[config.mk]
export PLATFORM = sky130hd
export DESIGN_NAME = serial_subtractor
export DESIGN_NICKNAME = d
export VERILOG_FILES = /design/src/rtl/serial_subtractor_pkg.sv /design/src/rtl/serial_subtractor_full_subtractor.sv /design/src/rtl/serial_subtractor.sv
export SDC_FILE = /design/constraint.sdc
export NUM_CORES = 1
export LEC_CHECK = 0
export CAP_MARGIN = 30
export CELL_PAD_IN_SITES_DETAIL_PLACEMENT = 0
export CELL_PAD_IN_SITES_GLOBAL_PLACEMENT = 1
export CORE_ASPECT_RATIO = 0.5
export CORE_MARGIN = 4
export CORE_UTILIZATION = 35
export DETAILED_ROUTE_END_ITERATION = 10
export GPL_TIMING_DRIVEN = 0
export PLACE_DENSITY = 0.72
export SYNTH_ARGS = -nofsm -noshare
export SYNTH_HDL_FRONTEND = slang
export SYNTH_SLANG_ARGS = --single-unit
[constraint.sdc]
create_clock -name clk -period 1.1 [get_ports clk]
set_input_delay 0.33 -clock clk [delete_from_list [all_inputs] [get_ports clk]]
set_output_delay 0.33 -clock clk [all_outputs]
set_load 0.02 [all_outputs]
[src/rtl/serial_subtractor_pkg.sv]
// Shared definitions for the bit-serial subtractor: FSM state encoding and
// the helper that sizes the bit counter.
package serial_subtractor_pkg;

    typedef enum logic [1:0] {
        ST_IDLE = 2'd0,
        ST_RUN  = 2'd1,
        ST_DONE = 2'd2
    } state_e;

    // clog2(w) with a floor of one bit, so W=1 still gets a real counter.
    function automatic int unsigned cnt_width(input int unsigned w);
        int unsigned r;
        r = 1;
        for (int i = 1; i < 31; i++) begin
            if ((32'd1 << i) < w) begin
                r = i + 1;
            end
        end
        return r;
    endfunction

endpackage

[src/rtl/serial_subtractor_full_subtractor.sv]
// Combinational 1-bit full-subtractor cell: d = a - b - bi, with borrow-out.
module serial_subtractor_full_subtractor (
    input  logic a,
    input  logic b,
    input  logic bi,
    output logic d,
    output logic bo
);

    always_comb begin
        d  = a ^ b ^ bi;
        bo = (~a & b) | (~(a ^ b) & bi);
    end

endmodule

[src/rtl/serial_subtractor.sv]
// Bit-serial LSB-first W-bit subtractor with start/busy/done handshake.
// One full-subtractor cell is reused W times with a registered borrow.
module serial_subtractor
    import serial_subtractor_pkg::*;
#(
    parameter int unsigned W = 4
) (
    input  logic         clk,
    input  logic         rst,
    input  logic         start,
    input  logic [W-1:0] a,
    input  logic [W-1:0] b,
    input  logic         bi,
    output logic         busy,
    output logic         done,
    output logic [W-1:0] d,
    output logic         bo
);

    localparam int unsigned CW = cnt_width(W);
    localparam logic [CW-1:0] LastBit = CW'(W - 1);

    state_e        state_q, state_d;
    logic [W-1:0]  a_q, a_d;
    logic [W-1:0]  b_q, b_d;
    logic [W-1:0]  res_q, res_d;
    logic [W-1:0]  d_q, d_d;
    logic          borrow_q, borrow_d;
    logic          bo_q, bo_d;
    logic [CW-1:0] cnt_q, cnt_d;
    logic          cell_d, cell_bo;
    logic [W-1:0]  diff_msb;
    logic          accept;

    serial_subtractor_full_subtractor u_cell (
        .a  (a_q[0]),
        .b  (b_q[0]),
        .bi (borrow_q),
        .d  (cell_d),
        .bo (cell_bo)
    );

    assign accept = start && (state_q != ST_RUN);

    always_comb begin
        state_d  = state_q;
        a_d      = a_q;
        b_d      = b_q;
        res_d    = res_q;
        d_d      = d_q;
        borrow_d = borrow_q;
        bo_d     = bo_q;
        cnt_d    = cnt_q;
        diff_msb = '0;
        diff_msb[W-1] = cell_d;

        case (state_q)
            ST_RUN: begin
                a_d      = a_q >> 1;
                b_d      = b_q >> 1;
                borrow_d = cell_bo;
                res_d    = (res_q >> 1) | diff_msb;
                cnt_d    = cnt_q + 1'b1;
                if (cnt_q == LastBit) begin
                    state_d = ST_DONE;
                    cnt_d   = '0;
                    // Publish on the last bit so d/bo are stable for all of DONE.
                    d_d     = res_d;
                    bo_d    = cell_bo;
                end
            end
            ST_DONE: state_d = ST_IDLE;
            ST_IDLE: state_d = ST_IDLE;
            default: state_d = ST_IDLE;
        endcase

        if (accept) begin
            state_d  = ST_RUN;
            a_d      = a;
            b_d      = b;
            borrow_d = bi;
            res_d    = '0;
            cnt_d    = '0;
        end
    end

    always_ff @(posedge clk) begin
        if (rst) begin
            state_q  <= ST_IDLE;
            a_q      <= '0;
            b_q      <= '0;
            res_q    <= '0;
            d_q      <= '0;
            borrow_q <= 1'b0;
            bo_q     <= 1'b0;
            cnt_q    <= '0;
        end else begin
            state_q  <= state_d;
            a_q      <= a_d;
            b_q      <= b_d;
            res_q    <= res_d;
            d_q      <= d_d;
            borrow_q <= borrow_d;
            bo_q     <= bo_d;
            cnt_q    <= cnt_d;
        end
    end

    assign busy = (state_q == ST_RUN);
    assign done = (state_q == ST_DONE);
    assign d    = d_q;
    assign bo   = bo_q;

endmodule

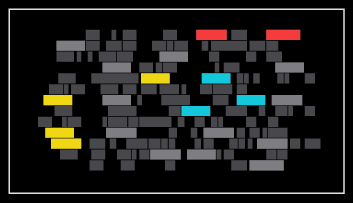
Figure 1: where the registers sit.
(4 px per um) Other sequential cells in the stronger gray, the rest of the logic in the fainter gray.
| color | netlist name | sequential cells |
|---|---|---|
| yellow | b_q | 4 |
| cyan | res_q | 3 |
| red | cnt_q | 2 |
not colored: 12
seq pwr: 0.000830 W
sequential cell area share: 31.3%

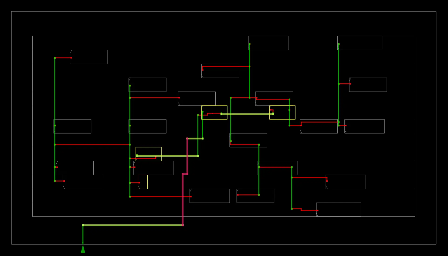
Figure 2: the clock network.
P_clk: 0.000515 W
latest clock arrival within the worst-skew pair: 260 ps

==> qor.csv <==
metric;value;unit
adder_share;3.28;%
max_cap_violations;0;
syn_area_per_cell;10.4;sq um
timing.fmax;0.758;GHz
topCombFamilyByArea;simple AND/OR/NAND/NOR gates;
chip_area;3800;sq um
synthFlopType;dfxtp_1;
synthArstFlopShare;0;%
route.met3.wl;60;um
dr.pass1.iters;3;
placed_area;1220;sq um
grt_max_degree;13;
violations;negative setup slack;
cp.required;770;ps
warning_count;29;
drive_above_1_share;46.8;%
ys_chip_area;992;sq um
final_area;1400;sq um
period_used_share;120;%
compound_area_share;17.4;%
crit_fanout;3;
hold_class;input pin to register;
antennaDiodeCount;0;
worst_pin_slew;237;ps
timing.slew.headroom;84.2;%
drcViolationCount;0;
cts_sinks;21;
grt_pass1_wl;3540;um
tns;-1400;ps
area_delta_synth_final;40.7;%
synthCells;95;
hold-worst-slack;408;ps
worstPathArrival;990;ps
synth-xor-area-share;0;%
synth_flops;21;
finalHoldViolations;0;
ir_drop;0.541;mV
antenna_found_initial;0;
top_layer;met4;
crit_type;register to primary output;
max-clock-path-buffers;2;
cts-buffers-inserted;3;
yosys.area_share.simple;19.4;%
yosysUniqueCellTypes;28;
synthMuxAreaShare;8.07;%
logic_area;512;sq um
power.leakage;0.562;nW
dp_hpwl;1370;um
status;finished, violations left;
setup_ws;-220;ps
netlist_area;992;sq um
final-setup-viol-count;16;
root_buffer;clkbuf_8;
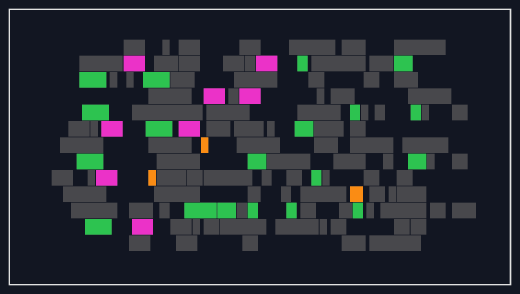
Figure 3: logic cells by family.
(6 px per um)
| color | family | cells |
|---|---|---|
| orange | inverters | 3 |
| magenta | multiplexers | 8 |
| green | inverting AOI/OAI gates | 19 |
Comb area share: 36.6%
Non-Filler Instances: 161

-- cell usage after synthesis (all sizes together) (2+ instances only) --
cell type / count / area [sq um]
nand3: 4 / 20.0
dfxtp: 21 / 420
a211oi: 6 / 75.1
nor2: 7 / 26.3
nor3: 2 / 10.0
nand3b: 6 / 65.1
inv: 3 / 11.3
nand2b: 2 / 20.0
a21oi: 11 / 66.3
mux2i: 8 / 80.1
nand2: 10 / 37.5
buf: 8 / 82.6
-- final cells by class --
cell class / instances / share of cell area, %
sequential: 21 / 31.3
inverter: 3 / 0.986
clock inverter: 1 / 0.358
timing repair buffer: 26 / 18.6
buffer: 7 / 5.82
multi-input combinational: 63 / 36.6
clock buffer: 3 / 2.96
tap: 37 / 3.32
-- worst max-delay path, stage by stage (launching register included) --
cell and delay [ps]:
dfxtp_2 340, nand2b_4 130, inv_4 40, buf_6 100, buf_6 120
-- through the flow --
step	setup slack [ps]	cells	power, W	util [%]
after CTS	-229	160	0.00171	51.1
after global placement	-571	149	0.00113	45.9
after global routing	-258	161	0.00178	52.7
after detailed placement	-573	149	0.00113	45.9
final	-220	161	0.00170	52.7
after floorplan	-12.7	95	0.00104	-
-- final timing paths --
path | start | end | slack (ps) | depth (start not counted)
worst max register to register | state_q[1]$_SDFFE_PP0P_ | b_q[0]$_SDFFE_PP0P_ | -150 | 5
worst min-delay path | start | borrow_q$_SDFFE_PP0P_ | 410 | 3
worst min register to register | d[1]$_SDFFE_PP0P_ | d[1]$_SDFFE_PP0P_ | 460 | 2
worst max-delay path | state_q[1]$_SDFFE_PP0P_ | busy | -220 | 4
-- flip-flops by register name, indices dropped and copies added (netlist names) --
register	count
cnt_q	2
res_q	3
d	4
b_q	4
a_q	4
bo	1
borrow_q	1
state_q	2
-- placed cells by master, fill, tap and decap left out, types with 2 or more instances in the layout --
cell type | synthesis | layout
nand2_1 | 10 | 9
dfxtp_4 | 0 | 2
nor3_1 | 2 | 2
a21oi_2 | 3 | 4
a21oi_1 | 8 | 7
nand3b_2 | 2 | 2
clkbuf_8 | 0 | 3
nand3_1 | 4 | 4
dfxtp_1 | 21 | 12
nor2_1 | 7 | 6
nand3b_1 | 3 | 3
clkdlybuf4s50_1 | 0 | 10
mux2i_1 | 8 | 8
a211oi_2 | 6 | 6
dfxtp_2 | 0 | 7
buf_6 | 3 | 7
buf_4 | 0 | 11
-- metal layers --
metal / global-route usage [%] / up-vias
met3: 3.97 / 2
met4: 4.56 / 0
met1: 14.5 / 365
met2: 21.0 / 11
li1: - / 388
met5: 0 / -
-- cell families (layout without fill, tap and decap cells) --
kind of cell    count (synthesis)  count (layout)
buf+inv                        11              40
mux                             8               8
flops                          21              21
fa+ha+maj                       2               2
compound gates                 20              20
simple gates                   33              33
-- power by group --
| part | total, W | internal [W] | switching, W |
|---|---|---|---|
| clock network | 0.000515 | 0.000253 | 0.000262 |
| registers | 0.000830 | 0.000801 | 0.0000293 |
| logic | 0.000354 | 0.000205 | 0.000149 |
-- what timing repair did --
action	4_1_cts	5_1_grt
cloned	1	0
gates resized	45	15
setup endpoints to repair	20	26
setup buffers	6	3
pin swaps	7	7
No activity file was given, so power comes from the tool's default toggle rates.
